**Sequential cells grouped by signal name**

Other sequential cells in the stronger grey, the rest of the logic in the fainter grey.
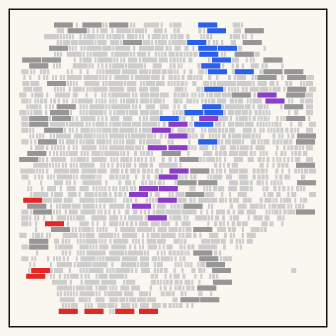
**Ports around the boundary**

Pins as bars across the die edge, other pins in grey.
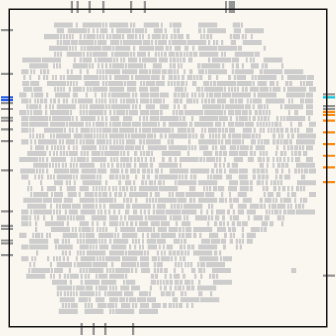
**Metal layers overlaid**

Two of the layers only.
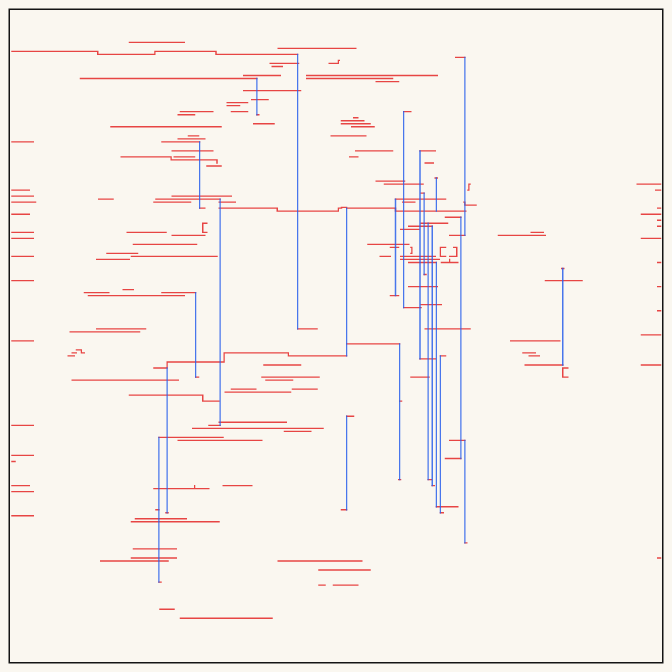
**Routing congestion**

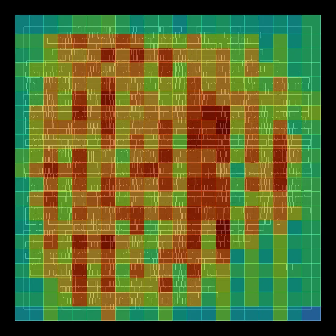
===== src/rtl/gray_pkg.sv =====
// gray_pkg
// Shared constants and types for the RGB-to-grayscale pipeline.
// Mode encodings, the luma coefficient sets (8 fractional bits, each set
// summing to 256), the rounding bias, and a helper that maps a mode to its
// coefficient triple.
package gray_pkg;

  localparam int FRAC_BITS  = 8;
  localparam int ROUND_BIAS = 128;
  // Nine bits are needed so the green-passthrough set can hold 256.
  localparam int COEF_W     = 9;

  typedef enum logic [1:0] {
    MODE_BT601 = 2'd0,
    MODE_BT709 = 2'd1,
    MODE_AVG   = 2'd2,
    MODE_GREEN = 2'd3
  } mode_e;

  typedef struct packed {
    logic [COEF_W-1:0] r;
    logic [COEF_W-1:0] g;
    logic [COEF_W-1:0] b;
  } coefSet_t;

  localparam coefSet_t COEF_BT601 = '{r: 9'd77, g: 9'd150, b: 9'd29};
  localparam coefSet_t COEF_BT709 = '{r: 9'd54, g: 9'd183, b: 9'd19};
  localparam coefSet_t COEF_AVG   = '{r: 9'd85, g: 9'd85,  b: 9'd86};
  localparam coefSet_t COEF_GREEN = '{r: 9'd0,  g: 9'd256, b: 9'd0};

  function automatic coefSet_t selectCoefs(input logic [1:0] mode);
    coefSet_t coefs;
    case (mode_e'(mode))
      MODE_BT601: coefs = COEF_BT601;
      MODE_BT709: coefs = COEF_BT709;
      MODE_AVG:   coefs = COEF_AVG;
      default:    coefs = COEF_GREEN;
    endcase
    return coefs;
  endfunction

endpackage


===== src/rtl/gray_lane.sv =====
// gray_lane
// One pixel's worth of the conversion datapath: the stage-2 products and
// the stage-3 rounded, saturated gray value. Valid tracking and stalls are
// owned by the top level; this block only loads when told to advance.
// Ports:
//   clk, rst_n      clock and asynchronous active-low reset
//   adv2_i          load the product registers from the stage-1 pixel
//   adv3_i          load the gray register from the product registers
//   r_i, g_i, b_i   stage-1 registered colour components
//   coef_i          stage-1 registered coefficient set
//   gray_o          stage-3 gray value
module gray_lane
  import gray_pkg::*;
#(
  parameter int PIX_W = 8
) (
  input  logic             clk,
  input  logic             rst_n,
  input  logic             adv2_i,
  input  logic             adv3_i,
  input  logic [PIX_W-1:0] r_i,
  input  logic [PIX_W-1:0] g_i,
  input  logic [PIX_W-1:0] b_i,
  input  coefSet_t         coef_i,
  output logic [PIX_W-1:0] gray_o
);

  localparam int PROD_W  = PIX_W + COEF_W;
  localparam int SUM_W   = PIX_W + 11;
  localparam int SHIFT_W = SUM_W - FRAC_BITS;

  logic [PROD_W-1:0]  prodR_d, prodG_d, prodB_d;
  logic [PROD_W-1:0]  prodR_q, prodG_q, prodB_q;
  logic [SUM_W-1:0]   sum_d;
  logic [SHIFT_W-1:0] scaled;
  logic [PIX_W-1:0]   gray_d, gray_q;

  // Operands are widened to the full product width before multiplying so
  // that no product bit is lost.
  always_comb begin
    prodR_d = PROD_W'(r_i) * PROD_W'(coef_i.r);
    prodG_d = PROD_W'(g_i) * PROD_W'(coef_i.g);
    prodB_d = PROD_W'(b_i) * PROD_W'(coef_i.b);
  end

  // Round half up by adding the bias before dropping the fractional bits,
  // then clamp anything that overflows the output width to full scale.
  always_comb begin
    sum_d  = SUM_W'(prodR_q) + SUM_W'(prodG_q) + SUM_W'(prodB_q) + SUM_W'(ROUND_BIAS);
    scaled = SHIFT_W'(sum_d >> FRAC_BITS);
    gray_d = scaled[PIX_W-1:0];
    if (|scaled[SHIFT_W-1:PIX_W]) begin
      gray_d = '1;
    end
  end

  always_ff @(posedge clk or negedge rst_n) begin
    if (!rst_n) begin
      prodR_q <= '0;
      prodG_q <= '0;
      prodB_q <= '0;
      gray_q  <= '0;
    end else begin
      if (adv2_i) begin
        prodR_q <= prodR_d;
        prodG_q <= prodG_d;
        prodB_q <= prodB_d;
      end
      if (adv3_i) begin
        gray_q <= gray_d;
      end
    end
  end

  assign gray_o = gray_q;

endmodule


===== src/rtl/rgb_to_gray_pipe.sv =====
// rgb_to_gray_pipe
// Three-stage RGB-to-grayscale converter with valid/ready flow control.
// Stage 1 captures the pixels, sideband and the coefficient set chosen by
// mode; stages 2 and 3 live in one gray_lane per pixel. Each stage advances
// independently so bubbles collapse while the output is stalled.
// Ports:
//   clk, rst_n                   clock and asynchronous active-low reset
//   mode                         coefficient set for the accepted beat
//   in_valid, in_ready           input handshake
//   in_r, in_g, in_b             packed components, lane k at [k*PIX_W +: PIX_W]
//   in_sof, in_eol               input sideband
//   out_valid, out_ready         output handshake
//   out_gray                     packed gray, same lane order as the input
//   out_sof, out_eol             sideband delayed with the data
module rgb_to_gray_pipe
  import gray_pkg::*;
#(
  parameter int PIX_W = 8,
  parameter int LANES = 1
) (
  input  logic                   clk,
  input  logic                   rst_n,
  input  logic [1:0]             mode,
  input  logic                   in_valid,
  output logic                   in_ready,
  input  logic [LANES*PIX_W-1:0] in_r,
  input  logic [LANES*PIX_W-1:0] in_g,
  input  logic [LANES*PIX_W-1:0] in_b,
  input  logic                   in_sof,
  input  logic                   in_eol,
  output logic                   out_valid,
  input  logic                   out_ready,
  output logic [LANES*PIX_W-1:0] out_gray,
  output logic                   out_sof,
  output logic                   out_eol
);

  logic                   valid1_q, valid2_q, valid3_q;
  logic                   adv1, adv2, adv3;
  logic [LANES*PIX_W-1:0] r1_q, g1_q, b1_q;
  coefSet_t               coef1_d, coef1_q;
  logic                   sof1_q, eol1_q, sof2_q, eol2_q, sof3_q, eol3_q;

  // A stage may move forward when it is empty or when the stage after it
  // is moving, so in_ready follows out_ready combinationally.
  always_comb begin
    adv3    = !valid3_q || out_ready;
    adv2    = !valid2_q || adv3;
    adv1    = !valid1_q || adv2;
    coef1_d = selectCoefs(mode);
  end

  assign in_ready = adv1;

  // Stage registers for valid bits, stage-1 pixels and coefficients, and the
  // sideband that travels alongside. The pixel registers load even for a
  // bubble; their contents are ignored while the matching valid bit is low.
  always_ff @(posedge clk or negedge rst_n) begin
    if (!rst_n) begin
      valid1_q <= 1'b0;
      valid2_q <= 1'b0;
      valid3_q <= 1'b0;
      r1_q     <= '0;
      g1_q     <= '0;
      b1_q     <= '0;
      coef1_q  <= '0;
      sof1_q   <= 1'b0;
      eol1_q   <= 1'b0;
      sof2_q   <= 1'b0;
      eol2_q   <= 1'b0;
      sof3_q   <= 1'b0;
      eol3_q   <= 1'b0;
    end else begin
      if (adv1) begin
        valid1_q <= in_valid;
        r1_q     <= in_r;
        g1_q     <= in_g;
        b1_q     <= in_b;
        coef1_q  <= coef1_d;
        sof1_q   <= in_sof;
        eol1_q   <= in_eol;
      end
      if (adv2) begin
        valid2_q <= valid1_q;
        sof2_q   <= sof1_q;
        eol2_q   <= eol1_q;
      end
      if (adv3) begin
        valid3_q <= valid2_q;
        sof3_q   <= sof2_q;
        eol3_q   <= eol2_q;
      end
    end
  end

  for (genvar k = 0; k < LANES; k++) begin : gLane
    gray_lane #(.PIX_W(PIX_W)) uLane (
      .clk    (clk),
      .rst_n  (rst_n),
      .adv2_i (adv2),
      .adv3_i (adv3),
      .r_i    (r1_q[k*PIX_W +: PIX_W]),
      .g_i    (g1_q[k*PIX_W +: PIX_W]),
      .b_i    (b1_q[k*PIX_W +: PIX_W]),
      .coef_i (coef1_q),
      .gray_o (out_gray[k*PIX_W +: PIX_W])
    );
  end

  assign out_valid = valid3_q;
  assign out_sof   = sof3_q;
  assign out_eol   = eol3_q;

endmodule


===== config.mk =====
export PLATFORM = sky130hd
export DESIGN_NAME = rgb_to_gray_pipe
export DESIGN_NICKNAME = d
export VERILOG_FILES = /design/src/rtl/gray_pkg.sv /design/src/rtl/gray_lane.sv /design/src/rtl/rgb_to_gray_pipe.sv
export SDC_FILE = /design/constraint.sdc
export NUM_CORES = 1
export LEC_CHECK = 0
export ABC_AREA = 1
export CAP_MARGIN = 20
export CORE_MARGIN = 4
export CORE_UTILIZATION = 60
export CTS_CLUSTER_SIZE = 16
export DETAILED_ROUTE_END_ITERATION = 10
export PLACE_DENSITY = 0.89
export REMOVE_ABC_BUFFERS = 1
export SLEW_MARGIN = 20
export SYNTH_ARGS = -nofsm -noshare
export SYNTH_HDL_FRONTEND = slang
export SYNTH_SLANG_ARGS = --single-unit

===== constraint.sdc =====
create_clock -name clk -period 5.9 [get_ports clk]
set_clock_uncertainty 0.2 [all_clocks]
set_input_delay 0.885 -clock clk [delete_from_list [all_inputs] [get_ports clk]]
set_output_delay 0.885 -clock clk [all_outputs]
set_load 0.02 [all_outputs]

==> Implementation_results.wiki <==
=== Synthesis and place and route ===
{| class="wikitable"
! Metric !! Value
|-
| Top library cells by usage in the layout, fill and taps aside || sky130_fd_sc_hd__nand2_1 (453), sky130_fd_sc_hd__inv_1 (331), sky130_fd_sc_hd__ha_1 (178)
|-
| GRT busiest layer || met2
|-
| Top cells by count || sky130_fd_sc_hd__nand2_1 (453), sky130_fd_sc_hd__inv_1 (331), sky130_fd_sc_hd__ha_1 (178)
|-
| Share of synthesized area spent on multiplexers || 0
|-
| Result of the run || finished clean
|-
| Bufs on Longest Clock Path || 2
|-
| Topmost layer with routed signal wires || met4
|-
| Combinational group share of total power || 0.748
|-
| Flip-flop and latch share of the layout cell area || 0.197
|-
| Post-layout nets || 1864
|-
| Net load switching power || 3.65 mW
|-
| Endpoint of the lowest-slack register-to-register path || gLane[0].uLane.prodR_q[10]
|-
| Destination of the worst hold path || out_valid
|-
| Max-cap violations || 0
|-
| Depth of the most critical reg-to-reg path || 16
|-
| Detailed placer's ending HPWL || 21400 microns
|-
| Post-synthesis register bit count || 99
|-
| Final cell count without fillers || 1831
|-
| Layout sequential cell count || 99
|-
| Multi-input gate share of the layout cell area || 0.615
|-
| Worst endpoint data arrival time || 4.88 ns
|-
| Worst Path Required || 5.96 ns
|-
| Count of endpoints failing hold in the final timing report || 0
|-
| Switching share of power || 0.533
|-
| Multi-input combinational cell area || 7730 sq um
|-
| Register Area || 2480 sq um
|-
| M1 WL || 11700 microns
|-
| Final routed DRC violation total || 0
|-
| Crit path capture || gLane[0].uLane.prodR_q[10]
|-
| Share of cells above drive strength 1 || 0.0420
|-
| Final min period || 4.82 ns
|-
| Aggregate negative setup slack || 0 ns
|-
| Routed via count divided by cell count || 5.30
|-
| Flop pwr share || 0.161
|-
| Clock buffer count in the final layout || 9
|-
| Synth Area in Adders || 0.344
|-
| Kind of end point of the critical path || register
|-
| Starting DRT DRC Count || 710
|-
| Worst stage delay on the critical path || 0.79 ns
|-
| Worst Setup Start Kind || register
|-
| Detailed Routing Iterations Pass 1 || 6
|-
| Top contributor to total power || combinational cells
|}
-- 'sequential cells grouped by signal name' (at the start) --
legend:
  red:
    signal: `g1_q`
    flops: 8
    where: lower left
  blue:
    signal: `gLane.uLane.prodR_q`
    flops: 17
  purple:
    signal: `gLane.uLane.prodB_q`
    flops: 16
    where: centre
not coloured: 58

-- 'ports around the boundary' (at the start) --
legend:
  orange:
    port: `out_gray`
    pins: 8
    direction: output
    edge: right
  cyan:
    port: `out_sof`
    pins: 1
    direction: output
    edge: right
  blue:
    port: `mode`
    pins: 2
    direction: input
    edge: left

-- 'metal layers overlaid' (at the start) --
legend:
  red:
    layer: metal 3
    wire_length: 1330 microns
  blue:
    layer: metal 4
    wire_length: 790 microns

-- 'routing congestion' (at the start) --
GRT met2 Usage: 0.436
fraction of the core area covered by cells at the end of the flow: 0.668
overall routing resource usage: 0.255
met3 layer usage reported by global route: 0.0342
met1 demand-to-capacity share in global routing: 0.334

Power figures rest on the tool's default switching activity, not on a simulated workload.
